==> config.mk <==
export PLATFORM = sky130hd
export DESIGN_NAME = hqc_rmencod
export DESIGN_NICKNAME = d
export VERILOG_FILES = /design/src/rtl/hqc_rmencod.sv
export SDC_FILE = /design/constraint.sdc
export NUM_CORES = 1
export LEC_CHECK = 0
export ABC_CLOCK_PERIOD_IN_PS = 2700
export CORE_UTILIZATION = 45
export DETAILED_ROUTE_END_ITERATION = 7
export GPL_ROUTABILITY_DRIVEN = 0
export GPL_TIMING_DRIVEN = 0
export PLACE_DENSITY_LB_ADDON = 0.05
export SYNTH_ARGS = -nofsm -noshare
export SYNTH_HDL_FRONTEND = slang
export SYNTH_SLANG_ARGS = --single-unit
==> constraint.sdc <==
create_clock -name clk_i -period 2.7 [get_ports clk_i]
set_input_delay 0.54 -clock clk_i [delete_from_list [all_inputs] [get_ports clk_i]]
set_output_delay 0.54 -clock clk_i [all_outputs]
set_load 0.005 [all_outputs]
==> src/rtl/hqc_rmencod.sv <==
// hqc_rmencod: RM(1,7) encoder for the HQC concatenated code.
// Each accepted RS byte becomes a 128-bit codeword that is streamed
// MULTIPLICITY times as DOUT_W-bit words; a session spans N1 bytes.
// Optional sticky protocol error flag: define HQC_RMENCOD_ERR_EN.
module hqc_rmencod #(
    parameter int unsigned PARAM_SECURITY = 128,
    parameter int unsigned MULTIPLICITY   = (PARAM_SECURITY == 128) ? 3 : 5,
    parameter int unsigned N1             = (PARAM_SECURITY == 128) ? 46 :
                                            (PARAM_SECURITY == 192) ? 56 : 90,
    parameter int unsigned DOUT_W         = 32
) (
    input  logic              clk_i,
    input  logic              rst_ni,
    input  logic              start_i,
    input  logic [7:0]        din_i,
    input  logic              din_valid_i,
    output logic              din_ready_o,
    output logic [DOUT_W-1:0] dout_o,
    output logic              dout_valid_o,
    input  logic              dout_ready_i,
    output logic              busy_o,
    output logic              done_o,
    output logic              err_o
);

    localparam int unsigned CW_W   = 128;
    localparam int unsigned WPC    = CW_W / DOUT_W;
    localparam int unsigned SYM_W  = (N1 > 1) ? $clog2(N1) : 1;
    localparam int unsigned WCNT_W = (WPC > 1) ? $clog2(WPC) : 1;
    localparam int unsigned REP_W  = 3;

    localparam logic [SYM_W-1:0]  SYM_LAST  = SYM_W'(N1 - 1);
    localparam logic [WCNT_W-1:0] WORD_LAST = WCNT_W'(WPC - 1);
    localparam logic [REP_W-1:0]  REP_LAST  = REP_W'(MULTIPLICITY - 1);

    typedef enum logic [1:0] {
        IDLE = 2'd0,
        LOAD = 2'd1,
        EMIT = 2'd2
    } state_e;

    state_e              state_q, state_d;
    logic [SYM_W-1:0]    sym_cnt_q, sym_cnt_d;
    logic [WCNT_W-1:0]   word_cnt_q, word_cnt_d;
    logic [REP_W-1:0]    rep_cnt_q, rep_cnt_d;
    logic [CW_W-1:0]     cw_q, cw_d;
    logic                done_q, done_d;
    logic [CW_W-1:0]     cw_c;
    logic                last_word;
    logic                last_sym;
    logic                dout_hs;
    logic                din_hs;

    // RM(1,7) expansion: bit i = m0 ^ <m[7:1], i[6:0]>
    always_comb begin
        cw_c = '0;
        for (int i = 0; i < 128; i++) begin
            cw_c[i] = din_i[0] ^ (^(din_i[7:1] & 7'(i)));
        end
    end

    assign last_word = (word_cnt_q == WORD_LAST) && (rep_cnt_q == REP_LAST);
    assign last_sym  = (sym_cnt_q == SYM_LAST);
    assign dout_hs   = (state_q == EMIT) && dout_ready_i;
    assign din_hs    = din_ready_o && din_valid_i;

    // State register
    always_ff @(posedge clk_i) begin
        if (!rst_ni) begin
            state_q <= IDLE;
        end else begin
            state_q <= state_d;
        end
    end

    // Next-state logic
    always_comb begin
        state_d = state_q;
        case (state_q)
            IDLE: begin
                if (start_i) state_d = LOAD;
            end
            LOAD: begin
                if (din_valid_i) state_d = EMIT;
            end
            EMIT: begin
                if (dout_hs && last_word) begin
                    if (last_sym)         state_d = IDLE;
                    else if (!din_valid_i) state_d = LOAD;
                end
            end
            default: state_d = IDLE;
        endcase
    end

    // Output decode; din_ready_o follows dout_ready_i only on a non-final last word
    always_comb begin
        din_ready_o  = 1'b0;
        dout_valid_o = 1'b0;
        busy_o       = 1'b0;
        case (state_q)
            IDLE: ;
            LOAD: begin
                din_ready_o = 1'b1;
                busy_o      = 1'b1;
            end
            EMIT: begin
                dout_valid_o = 1'b1;
                busy_o       = 1'b1;
                if (last_word && !last_sym) din_ready_o = dout_ready_i;
            end
            default: ;
        endcase
    end

    // Counter, codeword and done update
    always_comb begin
        sym_cnt_d  = sym_cnt_q;
        word_cnt_d = word_cnt_q;
        rep_cnt_d  = rep_cnt_q;
        cw_d       = cw_q;
        done_d     = 1'b0;
        if ((state_q == IDLE) && start_i) begin
            sym_cnt_d = '0;
        end
        if (dout_hs) begin
            if (word_cnt_q == WORD_LAST) begin
                word_cnt_d = '0;
                rep_cnt_d  = rep_cnt_q + REP_W'(1);
            end else begin
                word_cnt_d = word_cnt_q + WCNT_W'(1);
            end
            if (last_word) begin
                sym_cnt_d = sym_cnt_q + SYM_W'(1);
                done_d    = last_sym;
            end
        end
        if (din_hs) begin
            cw_d       = cw_c;
            word_cnt_d = '0;
            rep_cnt_d  = '0;
        end
    end

    // Datapath registers
    always_ff @(posedge clk_i) begin
        if (!rst_ni) begin
            sym_cnt_q  <= '0;
            word_cnt_q <= '0;
            rep_cnt_q  <= '0;
            cw_q       <= '0;
            done_q     <= 1'b0;
        end else begin
            sym_cnt_q  <= sym_cnt_d;
            word_cnt_q <= word_cnt_d;
            rep_cnt_q  <= rep_cnt_d;
            cw_q       <= cw_d;
            done_q     <= done_d;
        end
    end

    assign dout_o = cw_q[DOUT_W * 32'(word_cnt_q) +: DOUT_W];
    assign done_o = done_q;

`ifdef HQC_RMENCOD_ERR_EN
    logic err_q, err_d;

    // Sticky error: start while busy or data offered while idle; idle start clears
    always_comb begin
        err_d = err_q;
        if (start_i && (state_q == IDLE)) err_d = 1'b0;
        if ((start_i && busy_o) || (din_valid_i && (state_q == IDLE))) err_d = 1'b1;
    end

    // Error flag register
    always_ff @(posedge clk_i) begin
        if (!rst_ni) begin
            err_q <= 1'b0;
        end else begin
            err_q <= err_d;
        end
    end

    assign err_o = err_q;
`else
    assign err_o = 1'b0;
`endif

endmodule

Fig. 1: cell density map
Scale: 3 px per µm. 13 x 13 tiles, from black (low) to pale yellow (high), 0 to 100% covered.
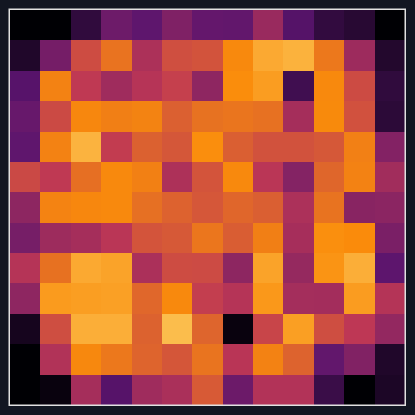
nearly empty tiles: 3.6%
fullest tile: 86%
mean over tiles: 51%
tiles over 75% full: 12%
core area: 16100 µm²
post-route core utilization: 56.5%
fp util: 46.8%

Fig. 2: sequential cells colored by netlist name
Scale: 3 px per µm.
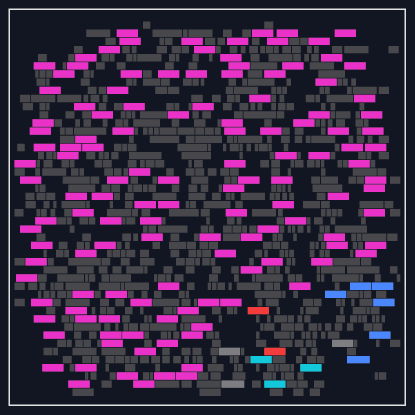
| netlist name | color | placed flops |
|---|---|---|
| cw_q | magenta | 128 |
| state_q | red | 2 |
| rep_cnt_q | cyan | 3 |
| sym_cnt_q | blue | 6 |
not colored: 3

==> results_slide.txt <==
Synthesis and Place & Route Summary

Layout
  – Cell area after layout: 9110 µm²
  – Logic area: 4290 µm²
  – Final net count: 857
  – Filler cell count: 1451

Worst setup path
  – Critical Path End Type: primary output
  – R2r startpoint: state_q[0]$_SDFFE_PN0P_
  – WP data arrival: roughly 2.1 ns
  – Critical Path Start: word_cnt_q[0]$_SDFFE_PP0P_

GRT
  – Total GRT Usage: 29.8%
  – Initial antenna violation count: 0

Pwr
  – Internal: about 5 mW
  – Leakage power: around 3.3 nW
  – Max VDD drop: about 0.5 mV
  – Switching pwr: about 2.1 mW
  – Switching part of the total: 30.1%

Synth
  – EDFF count, synth: 0
  – Distinct lib cells: 47
  – Share of the synthesized area in the top cell type: a little under two fifths
  – Cells in synth_stat.txt: around 760

Routing
  – DRC Markers: 0
  – WL per Instance: 24.1 µm
  – Via count: 6348
  – DR vias/cell: 5.97
  – Post-route ant nets: 0
  – First DRT Iteration DRCs: 703

Run status
  – Status: completed

Clock tree
  – Htree depth: 4
  – Root Buffer Master: clkbuf_16
  – Clock slew at reported path FFs: around 0.060 ns
  – CTS tree: yes

Timing
  – Final setup violation count: 0
  – Relative slew slack: 45.6%
  – Minimum clock period: 2.66 ns
  – RSZ-0062 raised after global routing: true
  – Min Hold Slack: 0.466 ns
  – Fmax: 376 MHz

Floorplan
  – Die Span X: 132 µm
  – Die H: 132 µm
  – Num ports: 50

Flow run
  – MaxCap Viol Count: 0

Placement
  – Port bufs: about 40
  – Dpl cell area: 8220 µm²
synth_stat cells (all sizes together), types with 2 or more instances:
cell    count
dfxtp     142
xnor2     107
a21oi      60
nand2      57
clkbuf     48
o22ai      43
xor2       40
nor3       36
buf        33
mux4       32
o31ai      32
a211oi     31
nand3      22
o21ai      17
ha         10
nor2       10
inv         9
a21o        5
and3        5
mux2i       3
o21a        3
and2        2
o211ai      2
per-stage QoR:
stage / power (mW) / cells / TNS [ns]
after floorplan: 3.73 / 763 / 0
after global placement: 4.29 / 1019 / -9.65
after detailed placement: 4.33 / 1019 / -11.65
after CTS: 7.07 / 1055 / 0
after global routing: 7.41 / 1063 / -0.0194
final: 7.14 / 1063 / 0
per-layer routing:
| metal | vias to the layer above | track usage (%) | routed length [µm] |
|---|---|---|---|
| li1 | 2865 | - | - |
| met1 | 3153 | 42.2 | 11500 |
| met2 | 299 | 45.5 | 11600 |
| met3 | 31 | 5.75 | 2000 |
| met4 | 0 | 9.50 | 518 |
| met5 | - | 0 | 0 |
worst paths after layout:
kind,endpoint,slack (ns),cells after the start
max,dout_o[14],0.04,4
min,cw_q[36]$_SDFFE_PN0P_,0.47,2
max reg2reg,cw_q[127]$_SDFFE_PN0P_,0.17,8
min reg2reg,cw_q[36]$_SDFFE_PN0P_,0.47,2
what timing repair did:
item                                   CTS  global route
setup buffers                            4             7
gates cloned                             0             1
pin swaps                                1             0
gates resized                           35            17
setup endpoints to repair               33            55
endpoints found under the hold margin    0             0
power by group through the flow:
stage	Clock [mW]	Sequential, mW	Combinational (mW)
3_3_place_gp	0	2.51	1.78
5_1_grt	2.86	2.51	2.04
2_1_floorplan	0	2.46	1.27
6_report	2.75	2.49	1.91
4_1_cts	2.75	2.48	1.84
3_5_place_dp	0	2.52	1.80
worst max-delay path: cells and delay by family, from the launching register on:
kind / cells / cell delay (ns)
multiplexers: 1 / 0.53
buffers and inverters: 3 / 0.80
flip-flops: 1 / 0.35
cells by family (layout without fill, tap and decap cells):
logic type | count (synthesis) | count (layout) | share of synthesized area [%]
other | 1 | 1 | 0.0497
DFF | 142 | 142 | 37.7
xor gates and xnor gates | 147 | 147 | 19.9
adders and majority gates | 10 | 10 | 1.66
buffers and inverters | 90 | 174 | 5.64
AOI/OAI and AO/OA | 196 | 196 | 16.4
and+or+nand+nor | 141 | 141 | 8.64
muxes | 36 | 36 | 10.1
flip-flops by register name (all words and copies together) (netlist names):
signal,flops
done_o,1
sym_cnt_q,6
rep_cnt_q,3
state_q,2
word_cnt_q,2
cw_q,128
layout make-up:
type / instances / area share, %
Clock inverter: 11 / 2.31
Tap cell: 216 / 2.97
Inverter: 9 / 0.371
Buffer: 81 / 5.21
Timing Repair Buffer: 52 / 5.61
Sequential cell: 142 / 31.2
Clock buffer: 21 / 5.17
Multi-Input combinational cell: 531 / 47.1
Power figures rest on the tool's default switching activity, not on a simulated workload.
